Fig. 1: wiring by layer
Drawn at 3 px/um. Two of the layers only.
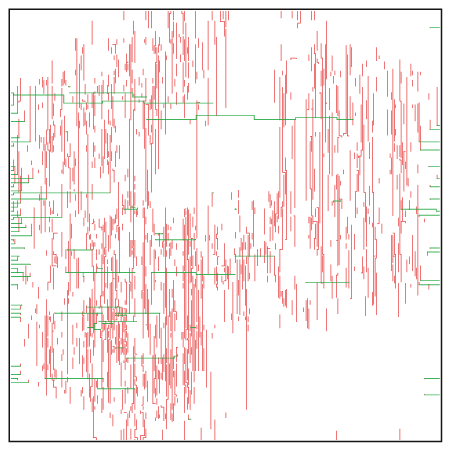
Fig. 2: cell placement
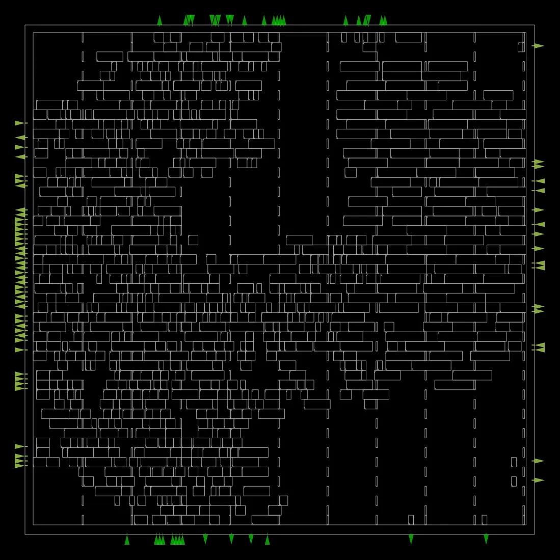
Fig. 3: I/O nets highlighted
Drawn at 2 px/um.
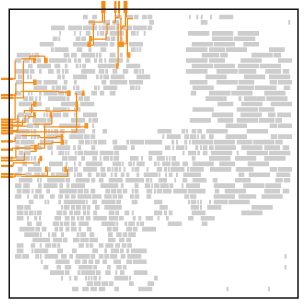
Fig. 4: pin map
Drawn at 3 px/um. Pins as bars across the die edge, other pins in grey.
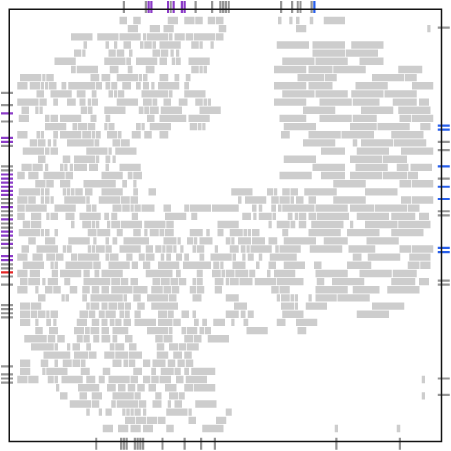
==> config.mk <==
export PLATFORM = sky130hd
export DESIGN_NAME = nano4k_flash_burst_reader
export DESIGN_NICKNAME = d
export VERILOG_FILES = /design/src/rtl/nano4k_flash_pkg.sv /design/src/rtl/nano4k_sync_fifo.sv /design/src/rtl/nano4k_flash_burst_reader.sv
export SDC_FILE = /design/constraint.sdc
export NUM_CORES = 1
export LEC_CHECK = 0
export CAP_MARGIN = 20
export CORE_MARGIN = 2
export CORE_UTILIZATION = 35
export DETAILED_ROUTE_END_ITERATION = 12
export HOLD_SLACK_MARGIN = 0.03
export PLACE_DENSITY = 0.64
export SLEW_MARGIN = 20
export SYNTH_ARGS = -nofsm -noshare
export SYNTH_HDL_FRONTEND = slang
export SYNTH_SLANG_ARGS = --single-unit
==> constraint.sdc <==
create_clock -name interfaceClk -period 2.9 [get_ports interfaceClk]
set_clock_uncertainty 0.05 [all_clocks]
set_input_delay 0.58 -clock interfaceClk [delete_from_list [all_inputs] [get_ports interfaceClk]]
set_output_delay 0.58 -clock interfaceClk [all_outputs]
set_load 0.1 [all_outputs]
==> flow_metrics.tcl <==
# flow metrics
set metrics [dict create \
    top_area_cell "edfxtp_1" \
    grt-busiest-layer "met2" \
    timing.setup.tns_ns -0.4670 \
    yosys.stat.seqShare 0.5255 \
    setup_viol 1 \
    yosysUniqueCellTypes 59 \
    rr_worst_depth 7 \
    h-tree-depth 4 \
    rows 51 \
    fp_util 0.3539 \
    place_ws_ns -0.1925 \
    grt.total_usage 0.1596 \
    grt_start_max_net_pins 45 \
    violations "negative setup slack" \
    status "complete, but fails checks" \
    slew_headroom 0.4928 \
    hold_path.class "reg -> reg" \
    worst_slack_ns -0.4670 \
    ys.flop_type "dfxtp_1" \
    dp.cells 1006 \
    cts.clk_slew.worst_paths_ns 0.06 \
    critPathArrivalTime_ns 2.74 \
    die_area_sq_mm 0.02062 \
]
About Fig. 1:
| layer | colour | wire length |
|---|---|---|
| met3 | green | 673 um |
| met2 | red | 7230 um |
routed len/inst: 14.86 um
Total Routed Length: 15440 um
Vias: 5139

About Fig. 2:
Seq/total area: 0.3953
Non-Filler Instances: 1039

About Fig. 3:
| port | colour | bits | direction | end cells | wire |
|---|---|---|---|---|---|
| `req_addr` | orange | 22 | input | 22 | 583 um |
port bufs: 85
Ports: 95

About Fig. 4:
| port | colour | pins | direction | edge |
|---|---|---|---|---|
| `out_data` | blue | 8 | output | 7 right, 1 top |
| `busy` | red | 1 | output | left |
| `req_addr` | purple | 22 | input | 16 left, 6 top |
all pins by edge: 43 left, 21 top, 17 right, 14 bottom
die height: 143.6 um
Die W: 143.6 um

-- synth_stat cells, drive strengths merged (18+ instances only) --
library cell	n
a211oi	24
clkbuf	31
dfxtp	83
edfxtp	64
inv	21
nand2	53
nand3	18
nor2	62
nor3	18
nor4	23
o21ai	24
xnor2	24
-- per-layer routing --
metal  up-vias  share of wire
li1       2566              -
met1      2446           0.48
met2       111           0.47
met3        16          0.044
met4         0          0.010
met5         -              0
-- cells in the final DEF, fill, tap and decap left out, types with 4 or more instances in the layout --
cell type,synthesis,layout
a311oi_1,6,5
mux2_2,8,8
nand2_1,53,52
nand2b_1,5,5
o21ai_0,23,21
conb_1,2,9
xnor2_1,24,24
and2_1,8,8
xor2_1,16,16
a211oi_1,23,23
nor4_1,22,18
nand3_1,18,17
a31o_2,4,4
a31oi_1,4,4
nor2_1,62,61
buf_4,9,86
clkdlybuf4s50_1,0,50
dfxtp_1,83,81
nor3_1,18,16
buf_12,0,11
clkbuf_16,0,17
a21o_1,15,15
edfxtp_1,64,64
inv_1,21,19
mux4_2,16,16
a21oi_1,13,13
nand4_1,10,10
nor4_2,1,5
ha_1,16,15
or3_1,5,5
-- layout make-up --
class | count | area (sq um)
inverter | 21 | 78.83
clock buffer | 17 | 425.4
clock inverter | 15 | 181.4
timing repair buffer | 147 | 1366
fill | 1785 | 10200
sequential | 147 | 3586
multi-input combinational | 427 | 3103
tap | 265 | 331.6
-- power by group --
part	switching, mW	leakage (nW)	total, mW	internal [mW]
combinational	1.45	1.82	2.40	0.950
clock	0.883	0.285	2.24	1.36
sequential	0.0993	1.25	2.39	2.29
total	2.44	3.36	7.04	4.60
-- repair_timing --
| item | CTS | global route |
|---|---|---|
| resized | 13 | 5 |
| setup endpoints to repair | 1 | 1 |
| pin swaps | 6 | 2 |
| setup buffers | 1 | 0 |
No activity file was given, so power comes from the tool's default toggle rates.
